### Register map, names as in the netlist, run 1

Scale: 4 px per um.
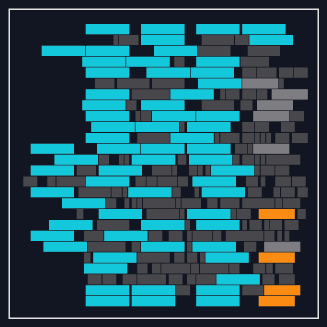
### Sizing map, run 1

Scale: 4 px per um.
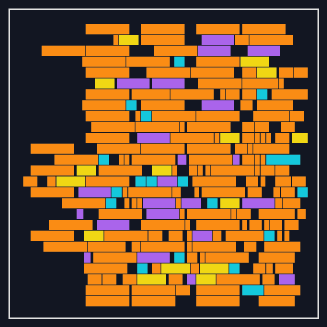
### Placed cells, one colour a class, run 1

Scale: 6 px per um.
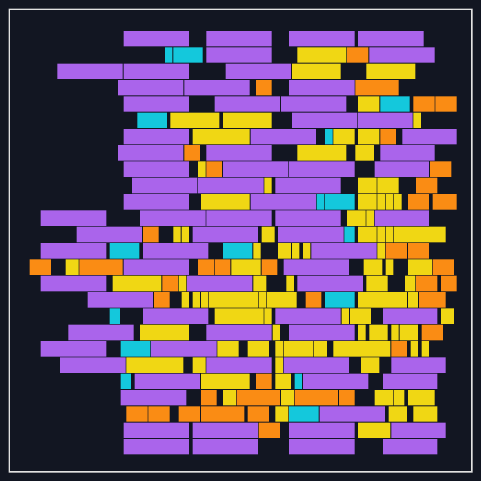
[src/rtl/ram_sync_clr.sv]
// Single-port synchronous RAM with a sequential clear sweep after reset or on request.
// Define RAM_SYNC_CLR_INV_OUT_EN to present dout inverted (inverted-output RAM-chip behaviour).
module ram_sync_clr #(
    parameter int unsigned DATA_W = 4,
    parameter int unsigned ADDR_W = 4
) (
    input  logic              clk,
    input  logic              rst_n,
    input  logic              cs_n,
    input  logic              we_n,
    input  logic [ADDR_W-1:0] addr,
    input  logic [DATA_W-1:0] din,
    input  logic              clr,
    output logic [DATA_W-1:0] dout,
    output logic              rd_valid,
    output logic              busy
);

    localparam int unsigned DEPTH = 1 << ADDR_W;

    typedef enum logic {
        ST_CLEAR = 1'b0,
        ST_IDLE  = 1'b1
    } state_t;

    state_t            state;
    logic [ADDR_W-1:0] clr_ptr;
    logic [DATA_W-1:0] rd_q;
    logic              rd_valid_q;
    logic [DATA_W-1:0] mem [DEPTH];

    // A clear request in IDLE takes priority over any access on the same edge
    logic access_c;
    assign access_c = (state == ST_IDLE) && !clr && !cs_n;

    // Control FSM: clear sweep, read register and read strobe
    always_ff @(posedge clk or negedge rst_n) begin
        if (!rst_n) begin
            state      <= ST_CLEAR;
            clr_ptr    <= '0;
            rd_q       <= '0;
            rd_valid_q <= 1'b0;
        end else begin
            case (state)
                ST_CLEAR: begin
                    rd_valid_q <= 1'b0;
                    clr_ptr    <= clr_ptr + ADDR_W'(1);
                    if (&clr_ptr) begin
                        state <= ST_IDLE;
                    end
                end
                ST_IDLE: begin
                    if (clr) begin
                        state      <= ST_CLEAR;
                        rd_valid_q <= 1'b0;
                    end else if (!cs_n && we_n) begin
                        rd_q       <= mem[addr];
                        rd_valid_q <= 1'b1;
                    end else begin
                        rd_valid_q <= 1'b0;
                    end
                end
                default: begin
                    state      <= ST_CLEAR;
                    rd_valid_q <= 1'b0;
                end
            endcase
        end
    end

    // Storage array has no reset; it is zeroed only by the sweep
    always_ff @(posedge clk) begin
        if (state == ST_CLEAR) begin
            mem[clr_ptr] <= '0;
        end else if (access_c && !we_n) begin
            mem[addr] <= din;
        end
    end

    assign busy     = (state == ST_CLEAR);
    assign rd_valid = rd_valid_q;

`ifdef RAM_SYNC_CLR_INV_OUT_EN
    assign dout = ~rd_q;
`else
    assign dout = rd_q;
`endif

endmodule

[config.mk]
export PLATFORM = sky130hd
export DESIGN_NAME = ram_sync_clr
export DESIGN_NICKNAME = d
export VERILOG_FILES = /design/src/rtl/ram_sync_clr.sv
export SDC_FILE = /design/constraint.sdc
export NUM_CORES = 1
export LEC_CHECK = 0
export CAP_MARGIN = 25
export CORE_MARGIN = 2
export CORE_UTILIZATION = 58
export DETAILED_ROUTE_END_ITERATION = 6
export PLACE_DENSITY = 0.89
export REMOVE_ABC_BUFFERS = 1
export SYNTH_ARGS = -nofsm -noshare
export SYNTH_HDL_FRONTEND = slang
export SYNTH_SLANG_ARGS = --single-unit
export TNS_END_PERCENT = 5
[constraint.sdc]
create_clock -name clk -period 1.8 [get_ports clk]
set_input_delay 0.18 -clock clk [delete_from_list [all_inputs] [get_ports clk]]
set_output_delay 0.18 -clock clk [all_outputs]
set_load 0.02 [all_outputs]
==> run_results.csv, run 1 <==
group,metric,value,unit
outcome,status,"finished, final reports clean",
cts,cts_sinks,74,
min_path,min-delay-path-class,"input port to async pin",
setup_path,cpPeakStageDelay,0.46,ns
layout,drive_above_1_share,25.2,%
route,ant_nets,0,
layout,num_antenna_cells,0,
setup_path,path_class,"input port to register",
sta,slew-limit-headroom,56.5,%
route,routed_wl,6450,um
sta,holdWs,0.137,ns
place,hpwl,4470,um
sta,rsz0062_at_grt,"yes",
pwr,vdd_ir_drop_max,0.726,mV
setup_path,crit_fanout,6,
cts,insertion_delay,0.34,ns
place,io_buffers,18,
setup_path,worstSetupEndpointType,"register",
synthesis,ys.flops,74,
route,vias,1747,
route,wl_per_cell,22.4,um
synthesis,syn-cell-area,3080,um^2
setup_path,cp_top_family,"buffers and inverters",
cts,numCtsBuffers,9,
grt,grt_overflow,0,
synthesis,yosys_warnings,0,
sta,hold_viol_final,0,
grt,grt_pass1_wl,10400,um
floorplanning,core.rowCount,26,
floorplanning,die-area,5910,um^2
floorplanning,die_w,76.9,um
sta,period_minus_slack,1.75,ns
setup_path,crit_start,"we_n",
setup_path,rr_worst_depth,4,
route,drt_first_pass_iters,4,
floorplanning,io_pins,19,
route,drt_iter0_drc,251,
grt,grt_pass1_vias,1839,
layout,design_area,3690,um^2
place,gp_congestion,0.900,
grt,antenna_found_initial,0,
setup_path,crit_top_cell,"buf_4",
setup_path,cp_slowest_cell,"clkdlybuf4s50_1",
synthesis,ys_types,23,
layout,lay_top_count,"edfxtp_1",
sta,tightest_slew,0.652,ns
sta,clock.fmax,572,MHz
layout,most-common-layout-cells,"64 x edfxtp_1, 17 x nor2_1, 17 x clkdlybuf4s50_1",
floorplanning,dieHeight,76.9,um
synthesis,yosysSeqAreaShare,70.5,%
pwr,p_leak,1.37,nW
job,tool_warnings,26,
setup_path,worstPathRequired,1.91,ns
job,maxCapViolations,0,
synthesis,ys_cells,169,
cts,ctsHtreeMaxLevel,3,
cts,max-clock-path-buffers,2,
floorplanning,initial_core_util,60.3,%
sta,fin_crit_sh,97.2,%
floorplanning,core_area,5110,um^2
setup_path,cp_num_cells,7,
synthesis,ys_area,3080,um^2
sta,skew,0.00772,ns
layout,areaGrowthSynthToFinish,19.9,%
setup_path,arrival,1.86,ns
grt,grt_max_degree,17,
layout,finish.utilization,72.3,%
cts,ctsRootBufferMaster,"clkbuf_8",
setup_path,reg2reg_from,"state$_DFF_PN0_",
sta,finalMaxSlewViolations,0,
setup_path,crit_chain,"clkdlybuf4s50_1 > nor4b_4 > buf_6 > buf_4 > mux2i_2 > nor2_1 > buf_4",
setup_path,cp.buffers_inverters,4,
setup_path,start_kind,"input port",
synthesis,syn_inst,169,
route,post_drt_via_cell_ratio,6.07,
layout,final_nets,227,
layout,fill_cells,301,
route,drc_errors,0,
## Picture notes: 'Register map, names as in the netlist'
- orange: clr_ptr (placed flops 4; where lower right)
- cyan: mem (placed flops 64)
- not coloured: 6

## Picture notes: 'Sizing map'
- orange: x1 and smaller (cells 163)
- purple: x2 (cells 22)
- yellow: x6 and larger (cells 15)
- cyan: x3 and x4 (cells 18)

## Picture notes: 'Placed cells, one colour a class'
- purple: registers (cells 74)
- orange: remaining buffers and delay cells (cells 40)
- cyan: clock drivers and dummy loads (cells 16)
- yellow: remaining logic cells (cells 88)

run 1: registers in the layout (all words and copies together) (netlist names):
register	count
dout	4
state	1
mem	64
rd_valid	1
clr_ptr	4
run 1: stage by stage:
stage / instances / total power [mW] / setup slack, ns / TNS [ns]
floorplan: 162 / 3.01 / -0.0898 / -1.44
global placement: 271 / 3.46 / -0.286 / -20.96
detailed placement: 271 / 3.57 / -0.450 / -34.98
CTS: 288 / 4.63 / 0.0128 / 0
global route: 288 / 4.86 / -0.0361 / -0.325
finish: 288 / 4.66 / 0.0503 / 0
run 1: routing by layer:
layer | vias to the layer above | global-route usage [%] | routed length (um)
met5 | - | 0 | 0
li1 | 753 | - | -
met3 | 22 | 5.88 | 540
met1 | 882 | 32.3 | 2520
met2 | 90 | 38.9 | 3150
met4 | 0 | 12.9 | 240
run 1: power breakdown:
part	total [mW]	switching (mW)	internal (mW)	leakage (nW)
logic	1.24	0.698	0.541	0.519
clock network	1.05	0.560	0.490	0.0816
registers	2.37	0.164	2.20	0.767
run 1: path summary, 6_finish.rpt:
check	slack (ns)	to
worst min-delay path	0.14	state$_DFF_PN0_
min in group clk	0.49	clr_ptr[2]$_DFFE_PN0N_
worst min register to register	0.49	clr_ptr[2]$_DFFE_PN0N_
max in group asynchronous	1.36	rd_valid$_DFF_PN0_
worst max-delay path	0.05	mem[13][0]$_DFFE_PP_
worst max register to register	0.07	mem[5][2]$_DFFE_PP_
run 1: synthesized netlist by cell type:
cell type / number / area [um^2]
nor2_1: 19 / 71.3
nand2_1: 9 / 33.8
ha_1: 1 / 12.5
mux2i_1: 11 / 110
o21ai_0: 1 / 5.00
nand4bb_1: 1 / 11.3
a32oi_1: 4 / 35.0
mux4_1: 3 / 78.8
nand3_1: 2 / 10.0
nor4b_4: 1 / 23.8
dfrtp_1: 10 / 250
inv_1: 5 / 18.8
xnor2_1: 3 / 26.3
buf_6: 4 / 45.0
buf_4: 1 / 7.51
and2_1: 4 / 25.0
and2b_1: 1 / 7.51
o221ai_1: 4 / 35.0
buf_2: 2 / 10.0
nor2b_1: 4 / 25.0
mux2_2: 2 / 22.5
edfxtp_1: 64 / 1920
mux4_2: 13 / 293
run 1: cells by family after synthesis:
group                    share of synthesized area, %
flip-flops                                       70.5
AND/OR/NAND/NOR                                  6.74
XOR/XNOR                                        0.853
AND-OR/OR-AND                                    2.44
multiplexers                                     16.4
buffers and inverters                            2.64
adder cells (fa/ha/maj)                         0.406
run 1: final cells by class:
cell class	count	area (um^2)	share of cell area, %
multi-input combinational	83	846	22.9
clock buffer	12	135	3.66
tap	70	87.6	2.37
sequential	74	2170	58.8
timing repair buffer	40	414	11.2
clock inverter	4	18.8	0.508
inverter	5	18.8	0.508
run 1: timing repair:
| item | in CTS | in global routing |
|---|---|---|
| hold buffers | 0 | 0 |
| setup endpoints to repair | 44 | 38 |
| buffers inserted | 1 | 0 |
| cloned | 0 | 0 |
| gates resized | 3 | 5 |
| pin swaps | 1 | 0 |
==> inputs of run 2 (changes only) <==
--- a/config.mk
+++ b/config.mk
@@ -9,6 +9,7 @@
 export CORE_MARGIN = 2
 export CORE_UTILIZATION = 58
 export DETAILED_ROUTE_END_ITERATION = 6
+export MAX_ROUTING_LAYER = met4
 export PLACE_DENSITY = 0.89
 export REMOVE_ABC_BUFFERS = 1
 export SYNTH_ARGS = -nofsm -noshare
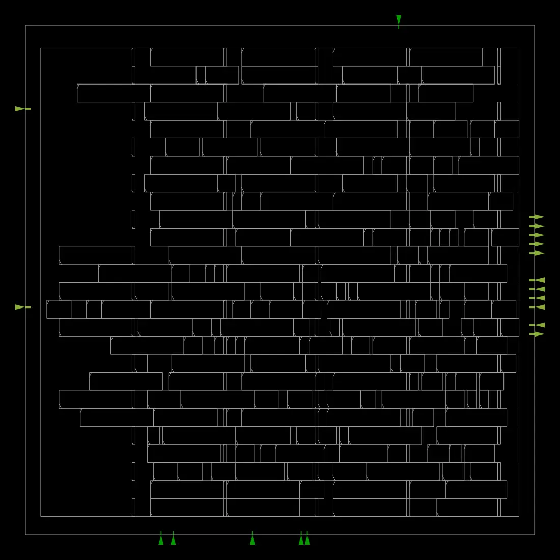
*Placement view, run 2*
Well Taps: 70
Post-Layout Cell Count: 288
Core Rows: 26

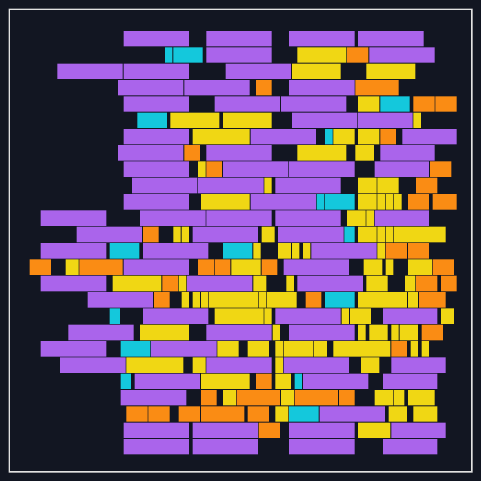
*Placed cells, one colour a class, run 2*
Scale: 6 px per um.
- purple: registers (cells 74)
- cyan: clock drivers and dummy loads (cells 16)
- yellow: remaining logic cells (cells 88)
- orange: remaining buffers and delay cells (cells 40)

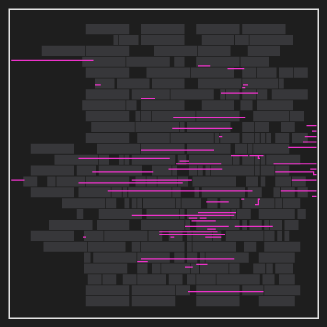
*Signal wires on met3, run 2*
Scale: 4 px per um. Cells faint in the background.
- nets with wire on the layer: 39
- main direction: horizontal
- share of all routed wire: 7.0%

==> run 2 against run 1 <==
Net effect: synthesized area is the same; sequential power is essentially flat; non-clock buffer count is the same; clock-buffer cell count is the same; combinational power is essentially flat; power shrank 0.13%; clock power is essentially flat; routed wire length shrank 0.33%; final cell count is the same; synthesized cell count is the same; fmax shrank 0.47%; critical path type unchanged; critical endpoint unchanged; largest cell class unchanged.
==> run_results.csv, run 2 <==
group,metric,value,unit
setup_path,path_class,"input port to register",
route,drt_first_pass_iters,4,
grt,grt_overflow,0,
layout,regMostFlops,"mem",
cts,ctsHtreeMaxLevel,3,
route,routed_wl,6430,um
pwr,p_clk_share,22.5,%
sta,finalSetupTns,0,ns
synthesis,ys_cells,169,
place,place_ws,-0.450,ns
sta,fin_ws,0.0421,ns
layout,drive_above_1_share,25.2,%
pwr,netSwitchingPower,1.42,mW
synthesis,syn_inst,169,
sta,period_minus_slack,1.76,ns
place,io_buffers,18,
synthesis,ys_area,3080,um^2
setup_path,crit_fanout,6,
layout,largest_reg_flops,64,
layout,fill_cells,301,
sta,rsz0062_at_grt,"yes",
place,gp_congestion,0.916,
floorplanning,dieHeight,76.9,um
route,post_drt_via_cell_ratio,5.97,
sta,tightest_slew,0.627,ns
layout,num_antenna_cells,0,
pwr,p_int,3.23,mW
outcome,status,"finished, final reports clean",
setup_path,worstPathRequired,1.91,ns
pwr,seqPwrFrac,50.9,%
synthesis,yosys_warnings,0,
synthesis,ys_types,23,
grt,grt_pass1_wl,10300,um
route,wl_per_cell,22.3,um
route,drt_iter0_drc,274,
route,drc_errors,0,
sta,finalMaxSlewViolations,0,
floorplanning,die_w,76.9,um
sta,slew-limit-headroom,58.2,%
floorplanning,die-area,5910,um^2
job,tool_warnings,26,
synthesis,syn-cell-area,3080,um^2
sta,clock.fmax,569,MHz
layout,lay_top_count,"edfxtp_1",
cts,ctsRootBufferMaster,"clkbuf_8",
setup_path,worstSetupEndpointType,"register",
synthesis,ys_top_cells_by_count,"64 x edfxtp_1, 19 x nor2_1, 13 x mux4_2",
setup_path,arrival,1.87,ns
cts,hold_buffers,0,
[run 2: cell counts after synthesis]
No cell type changed its count.
[run 2: final cells by class]
| type | instances | area, um^2 | area share [%] |
|---|---|---|---|
| Sequential cell | 74 | 2170 | 58.8 |
| Multi-Input combinational cell | 83 | 846 | 22.9 |
| Timing Repair Buffer | 40 | 414 | 11.2 |
| Clock buffer | 12 | 135 | 3.66 |
| Tap cell | 70 | 87.6 | 2.37 |
| Clock inverter | 4 | 18.8 | 0.508 |
| Inverter | 5 | 18.8 | 0.508 |
[run 2: repair_timing]
item                                   in CTS  in global routing
cloned                                      0                  0
pin swaps                                   1                  0
resized                                     3                  5
setup endpoints to repair                  44                 38
endpoints found under the hold margin       0                  0
setup buffers                               1                  0
[run 2: logic make-up after synthesis]
kind of cell / count (synthesis) / share of synthesized area (%)
xor gates and xnor gates: 3 / 0.853
DFF: 74 / 70.5
buffers and inverters: 12 / 2.64
muxes: 29 / 16.4
AOI/OAI and AO/OA: 9 / 2.44
and+or+nand+nor: 41 / 6.74
adders and majority gates: 1 / 0.406
[run 2: power by group through the flow]
stage,clock network [mW],registers [mW],logic (mW)
floorplan,0,2.40,0.610
global placement,0,2.37,1.09
detailed placement,0,2.40,1.17
CTS,1.06,2.37,1.20
global route,1.14,2.39,1.32
finish,1.05,2.37,1.24
[run 2: through the flow]
step / cell area [um^2] / hold WS, ns / utilization (%)
2_1_floorplan: 3020 / -0.116 / -
3_3_place_gp: 3500 / 0.474 / 68.6
3_5_place_dp: 3500 / 0.479 / 68.6
4_1_cts: 3680 / 0.142 / 72.0
5_1_grt: 3690 / 0.172 / 72.3
6_report: 3690 / 0.138 / 72.3
[run 2: per-layer routing]
layer / track usage (%) / up-vias / wire length [um]
met2: 38.9 / 80 / 3190
met4: 12.9 / 0 / 232
met3: 5.88 / 24 / 452
li1: - / 753 / -
met5: - / - / 0
met1: 31.8 / 863 / 2560
[run 2: worst max-delay path: stages]
cell	delay, ns
clkdlybuf4s50_1	0.46
nor4b_4	0.30
buf_6	0.16
buf_4	0.15
mux2i_2	0.34
nor2_1	0.09
buf_4	0.18
[run 2: final timing paths]
| kind | start | cells past startpoint | endpoint | slack, ns |
|---|---|---|---|---|
| setup / recovery | we_n | 7 | mem[13][0]$_DFFE_PP_ | 0.04 |
| hold / removal | rst_n | 1 | clr_ptr[1]$_DFFE_PN0N_ | 0.14 |
| setup reg to reg | state$_DFF_PN0_ | 6 | mem[13][0]$_DFFE_PP_ | 0.07 |
| hold reg to reg | clr_ptr[2]$_DFFE_PN0N_ | 1 | clr_ptr[2]$_DFFE_PN0N_ | 0.49 |
| max in group asynchronous | rst_n | 1 | clr_ptr[2]$_DFFE_PN0N_ | 1.36 |
| min in group clk | clr_ptr[2]$_DFFE_PN0N_ | 1 | clr_ptr[2]$_DFFE_PN0N_ | 0.49 |
Power and IR drop assume default switching activity.
